**Run 1: cell placement**

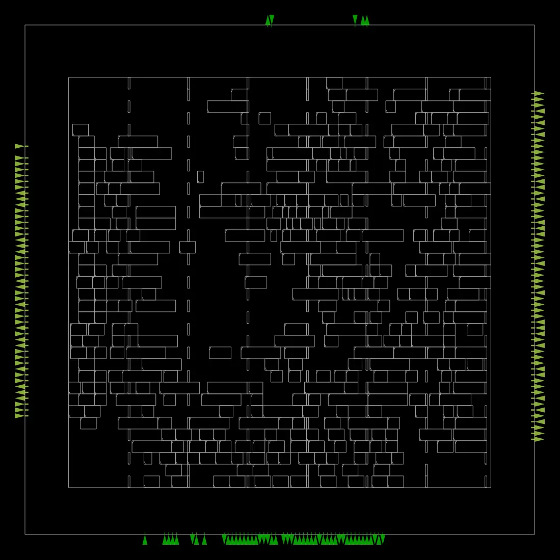
**Run 1: met2 routing**

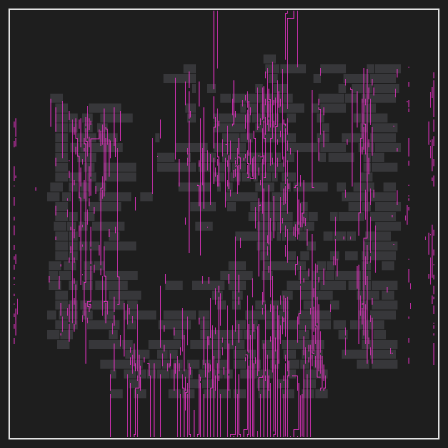
**Run 1: the metal 1 layer**

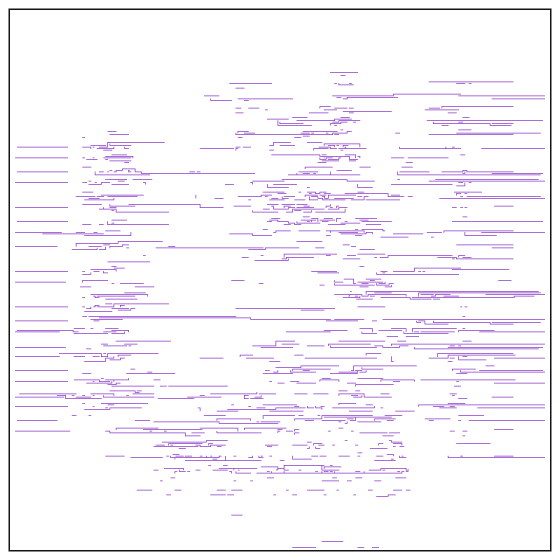
==> config.mk <==
export PLATFORM = sky130hd
export DESIGN_NAME = dcpu16_bus_arb
export DESIGN_NICKNAME = d
export VERILOG_FILES = /design/src/rtl/dcpu16_bus_arb.sv
export SDC_FILE = /design/constraint.sdc
export NUM_CORES = 1
export LEC_CHECK = 0
export CAP_MARGIN = 0
export CORE_MARGIN = 10
export CORE_UTILIZATION = 25
export CTS_CLUSTER_SIZE = 20
export DETAILED_ROUTE_END_ITERATION = 6
export GPL_ROUTABILITY_DRIVEN = 0
export PLACE_DENSITY = 0.62
export SLEW_MARGIN = 20
export SYNTH_ARGS = -nofsm -noshare
export SYNTH_HDL_FRONTEND = slang
export SYNTH_SLANG_ARGS = --single-unit
==> constraint.sdc <==
create_clock -name clk -period 2.26 [get_ports clk]
set_input_delay 0.226 -clock clk [delete_from_list [all_inputs] [get_ports clk]]
set_output_delay 0.226 -clock clk [all_outputs]
set_load 0.1 [all_outputs]
==> src/rtl/dcpu16_bus_arb.sv <==
// DCPU-16 memory port arbiter: shares one simplified-Wishbone slave
// between the fetch bus (F) and the operand/EA bus (G).
module dcpu16_bus_arb #(
    parameter int PRIO = 0,
    parameter int TMO  = 16
) (
    input  logic        clk,
    input  logic        rst,
    input  logic [15:0] f_adr,
    input  logic        f_stb,
    input  logic        f_wre,
    input  logic [15:0] f_dto,
    output logic [15:0] f_dti,
    output logic        f_ack,
    output logic        f_err,
    input  logic [15:0] g_adr,
    input  logic        g_stb,
    input  logic        g_wre,
    input  logic [15:0] g_dto,
    output logic [15:0] g_dti,
    output logic        g_ack,
    output logic        g_err,
    output logic [15:0] m_adr,
    output logic        m_stb,
    output logic        m_wre,
    output logic [15:0] m_dto,
    input  logic [15:0] m_dti,
    input  logic        m_ack,
    output logic [1:0]  gnt
);

    // State encoding doubles as the gnt output value
    typedef enum logic [1:0] {
        IDLE  = 2'b00,
        GNT_F = 2'b01,
        GNT_G = 2'b10
    } state_t;

    localparam bit         TMO_EN   = (TMO > 0);
    localparam logic [7:0] TMO_LAST = (TMO > 0) ? 8'(TMO - 1) : 8'd0;

    state_t      r_state;
    state_t      w_nxt;
    logic [7:0]  r_cnt;
    logic        r_last_g;
    logic [15:0] r_m_adr;
    logic        r_m_stb;
    logic        r_m_wre;
    logic [15:0] r_m_dto;

    logic w_own_f;
    logic w_own_g;
    logic w_busy;
    logic w_tmo;
    logic w_done;
    logic w_arb;
    logic w_req_f;
    logic w_req_g;
    logic w_g_tie;
    logic w_pick_f;
    logic w_pick_g;

    // Ownership, completion/timeout detection and arbitration decision
    always_comb begin
        w_own_f = (r_state == GNT_F);
        w_own_g = (r_state == GNT_G);
        w_busy  = w_own_f || w_own_g;
        w_tmo   = TMO_EN && w_busy && !m_ack && (r_cnt == TMO_LAST);
        w_done  = w_busy && (m_ack || w_tmo);
        w_arb   = (r_state == IDLE) || w_done;
        // The finishing owner still holds stb high; ignore it this cycle
        w_req_f = f_stb && !w_own_f;
        w_req_g = g_stb && !w_own_g;
        // Round-robin: G wins a tie only if F was served last
        w_g_tie  = (PRIO != 0) || !r_last_g;
        w_pick_g = w_arb && w_req_g && (!w_req_f || w_g_tie);
        w_pick_f = w_arb && w_req_f && !w_pick_g;
    end

    // Next-state selection
    always_comb begin
        w_nxt = r_state;
        if (w_pick_f) begin
            w_nxt = GNT_F;
        end else if (w_pick_g) begin
            w_nxt = GNT_G;
        end else if (w_arb) begin
            w_nxt = IDLE;
        end
    end

    // State register
    always_ff @(posedge clk or negedge rst) begin
        if (!rst) begin
            r_state <= IDLE;
        end else begin
            r_state <= w_nxt;
        end
    end

    // Registered memory request, loaded from the winner on each grant
    always_ff @(posedge clk or negedge rst) begin
        if (!rst) begin
            r_m_adr <= 16'h0000;
            r_m_stb <= 1'b0;
            r_m_wre <= 1'b0;
            r_m_dto <= 16'h0000;
        end else if (w_pick_f) begin
            r_m_adr <= f_adr;
            r_m_stb <= 1'b1;
            r_m_wre <= f_wre;
            r_m_dto <= f_dto;
        end else if (w_pick_g) begin
            r_m_adr <= g_adr;
            r_m_stb <= 1'b1;
            r_m_wre <= g_wre;
            r_m_dto <= g_dto;
        end else if (w_done) begin
            r_m_stb <= 1'b0;
        end
    end

    // Saturating wait counter for the hung-cycle timeout
    always_ff @(posedge clk or negedge rst) begin
        if (!rst) begin
            r_cnt <= 8'd0;
        end else if (w_pick_f || w_pick_g) begin
            r_cnt <= 8'd0;
        end else if (w_busy && !m_ack && (r_cnt != 8'hFF)) begin
            r_cnt <= r_cnt + 8'd1;
        end
    end

    // Round-robin pointer: remembers who finished last
    always_ff @(posedge clk or negedge rst) begin
        if (!rst) begin
            r_last_g <= 1'b1;
        end else if (w_done) begin
            r_last_g <= w_own_g;
        end
    end

    assign m_adr = r_m_adr;
    assign m_stb = r_m_stb;
    assign m_wre = r_m_wre;
    assign m_dto = r_m_dto;
    assign gnt   = r_state;

    assign f_ack = w_own_f && m_ack;
    assign g_ack = w_own_g && m_ack;
    assign f_err = w_own_f && w_tmo;
    assign g_err = w_own_g && w_tmo;
    assign f_dti = w_own_f ? m_dti : 16'h0000;
    assign g_dti = w_own_g ? m_dti : 16'h0000;

endmodule
==> flow_summary_export.csv, run 1 <==
group,metric,value,unit
run_status,status,"complete, no violations",
sta,fmax,0.476,GHz
run,tool_warnings,28,
synthesis,synth-simple-area-share,14.6,%
sta,fin_crit,2100,ps
clock_tree,cts_buffer_depth,2,
clock_tree,cts_sinks,45,
clock_tree,cts_post_setup_buffers_inserted,0,
finish,layout.cells.non_filler,513,
run,maxCapViolCount,0,
clock_tree,cts-root-buf,"clkbuf_8",
synthesis,yosys.cell_count.top_type,"dfrtp_1",
route,top_layer,"met4",
route,ant_nets,0,
finish,drive_gt1_share,31.5,%
clock_tree,cts_tree,"yes",
clock_tree,hold_buffers,1,
setup_path,cp_max_fo,5,
global_routing,grt_pass1_vias,2602,
global_routing,met3_usage,5.33,%
setup_path,cp_slowest_cell,"dfrtp_4",
synthesis,netlist_area,2410,um2
global_routing,grt_pass1_wl,13.7,mm
finish,lay_top_count,"clkdlybuf4s50_1",
clock_tree,cts_buffers,5,
route,routedLengthMet1,3.92,mm
synthesis,yosysWarnings,0,
finish,final_util,49.4,%
die,core_area,9330,um2
route,wl_per_cell,17.0,um
About 'cell placement':
row cnt: 35
Seq/total area: 24.6%
tap cells: 129

About 'met2 routing':
main direction	vertical
longest straight run	56.1 um
wire length on this layer	3940 um
wirelength, routed: 8.72 mm
Via Count: 2409
M2 GR Usage: 19.5%

About 'the metal 1 layer':
main direction	horizontal
longest straight run	37.7 um
wire length on this layer	3920 um
nets with wire on the layer	426
met1 Use GR: 14.0%

-- run 1: critical path: cells and delay by family (launching register included) --
family        cells  cell delay, ps
fa+ha+maj         1             290
buf+inv           2             250
flops             1             430
simple gates      3             620
-- run 1: area by class of cell --
cell class                 instances  area (um2)
fill                             867        4720
timing repair buffer             172        1970
multi-input combinational        153        1200
sequential                        45        1130
tap                              129         161
clock buffer                       6        82.6
clock inverter                     2        37.5
inverter                           6        22.5
-- run 1: sequential cells by signal (all words and copies together) (netlist names) --
| name | cells |
|---|---|
| m_adr | 16 |
| m_wre | 1 |
| gnt | 2 |
| r_cnt | 8 |
| m_stb | 1 |
| m_dto | 16 |
| r_last_g | 1 |
**Run 1: sequential cells coloured by netlist name**

Other sequential cells in the stronger grey, the rest of the logic in the fainter grey.
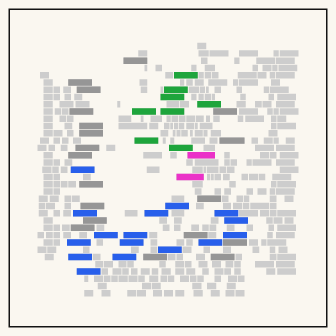

==> run 2, diff against run 1 <==
--- a/config.mk
+++ b/config.mk
@@ -6,12 +6,14 @@
 export NUM_CORES = 1
 export LEC_CHECK = 0
 export CAP_MARGIN = 0
+export CELL_PAD_IN_SITES_DETAIL_PLACEMENT = 2
+export CELL_PAD_IN_SITES_GLOBAL_PLACEMENT = 2
 export CORE_MARGIN = 10
-export CORE_UTILIZATION = 25
+export CORE_UTILIZATION = 20
 export CTS_CLUSTER_SIZE = 20
 export DETAILED_ROUTE_END_ITERATION = 6
 export GPL_ROUTABILITY_DRIVEN = 0
-export PLACE_DENSITY = 0.62
+export PLACE_DENSITY = 0.83
 export SLEW_MARGIN = 20
 export SYNTH_ARGS = -nofsm -noshare
 export SYNTH_HDL_FRONTEND = slang
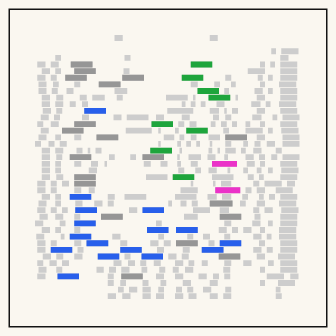
**Above:** run 2 (sequential cells coloured by netlist name).
Other sequential cells in the stronger grey, the rest of the logic in the fainter grey.
name in the netlist	colour	sequential cells
m_dto	blue	16
r_cnt	green	8
gnt	magenta	2
not coloured	19
Final Util: 39.5%
Seq/total area: 24.1%
Flop area: 1130 um2

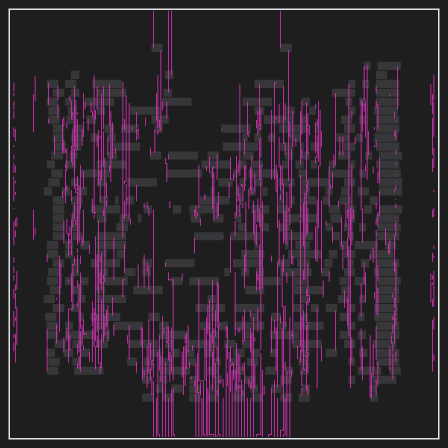
**Above:** run 2 (met2 routing).
share of all routed wire	47%
main direction	vertical
wire length on this layer	4970 um
longest straight run	47.3 um
nets with wire on the layer	440
M2 GR Usage: 21.3%
Via Count: 2479
wirelength, routed: 10.6 mm

==> run 2 against run 1 <==
- critical path depth increased by 1
- non-clock buffer count decreased by 1
- sequential cell count unchanged
==> flow_summary_export.csv, run 2 <==
group,metric,value,unit
route,ant_nets,0,
synthesis,synthAdderAreaFrac,2.07,%
clock_tree,cts_buffer_depth,2,
run_status,status,"complete, no violations",
run,tool_warnings,28,
synthesis,netlist_area,2410,um2
synthesis,synth-simple-area-share,14.6,%
placed_design,port_buffers,158,
sta,finalSetupViolCount,0,
sta,fmax,0.464,GHz
synthesis,yosys_cells,223,
clock_tree,cts_post_setup_buffers_inserted,0,
setup_path,path_depth,7,
finish,drive_gt1_share,31.3,%
clock_tree,cts_buffers,5,
setup_path,cp.buffers_inverters,3,
clock_tree,cts.clk_slew.worst_paths,70,ps
clock_tree,cts_tree,"yes",
synthesis,yosysWarnings,0,
synthesis,yosys.area_share.aoi,28.2,%
setup_path,cp_max_fo,6,
global_routing,grt_pass1_wl,17.0,mm
global_routing,use_met1,14.4,%
clock_tree,cts-root-buf,"clkbuf_16",
setup_path,crit_path_start,"gnt[1]$_DFFE_PN0P_",
finish,lay_top_count,"clkdlybuf4s50_1",
synthesis,yosys.cell_count.top_type,"dfrtp_1",
global_routing,grt_pass1_vias,3004,
sta,worstMarginPinSlew,492,ps
clock_tree,cts_sinks,45,
synthesis,synth_area_per_cell,10.8,um2
route,wl_per_cell,20.1,um
setup_path,crit_family,"simple AND/OR/NAND/NOR gates",
global_routing,met3_usage,5.72,%
setup_path,cp_slowest_cell,"dfrtp_4",
sta,fin_crit,2150,ps
run,maxCapViolCount,0,
finish,layout.cells.non_filler,530,
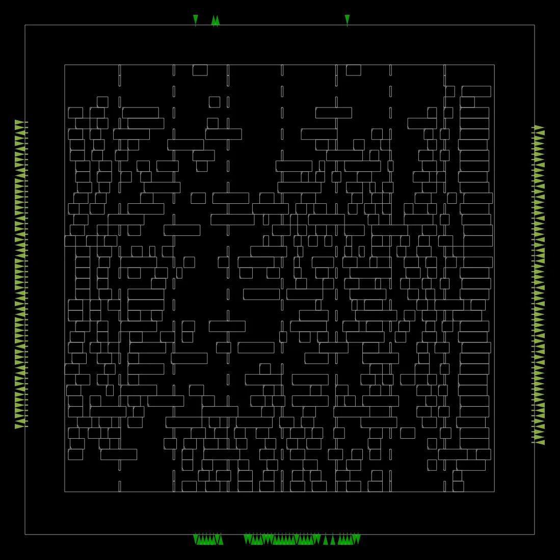
**Above:** run 2 (cell placement).
row cnt: 40
Core Area: 11900 um2
fillers: 1259
tap cells: 147

-- run 2: netlist changes by cell type in the layout (fill, tap and decap cells not counted), sizes merged --
cell and change:
buf -1, bufinv +1, clkbuf -1, clkinv +1, clkinvlp -1
-- run 2: per-layer routing --
layer | up-vias | share of wire [%]
met2 | 127 | 47
met5 | - | 0
met1 | 1192 | 41
met4 | 0 | 0.66
met3 | 6 | 11
li1 | 1154 | -
-- run 2: layout make-up --
| class | count | area share [%] |
|---|---|---|
| Timing Repair Buffer | 171 | 41.9 |
| Multi-Input combinational cell | 153 | 25.6 |
| Sequential cell | 45 | 24.1 |
| Tap cell | 147 | 3.90 |
| Clock buffer | 5 | 2.66 |
| Clock inverter | 3 | 1.38 |
| Inverter | 6 | 0.478 |
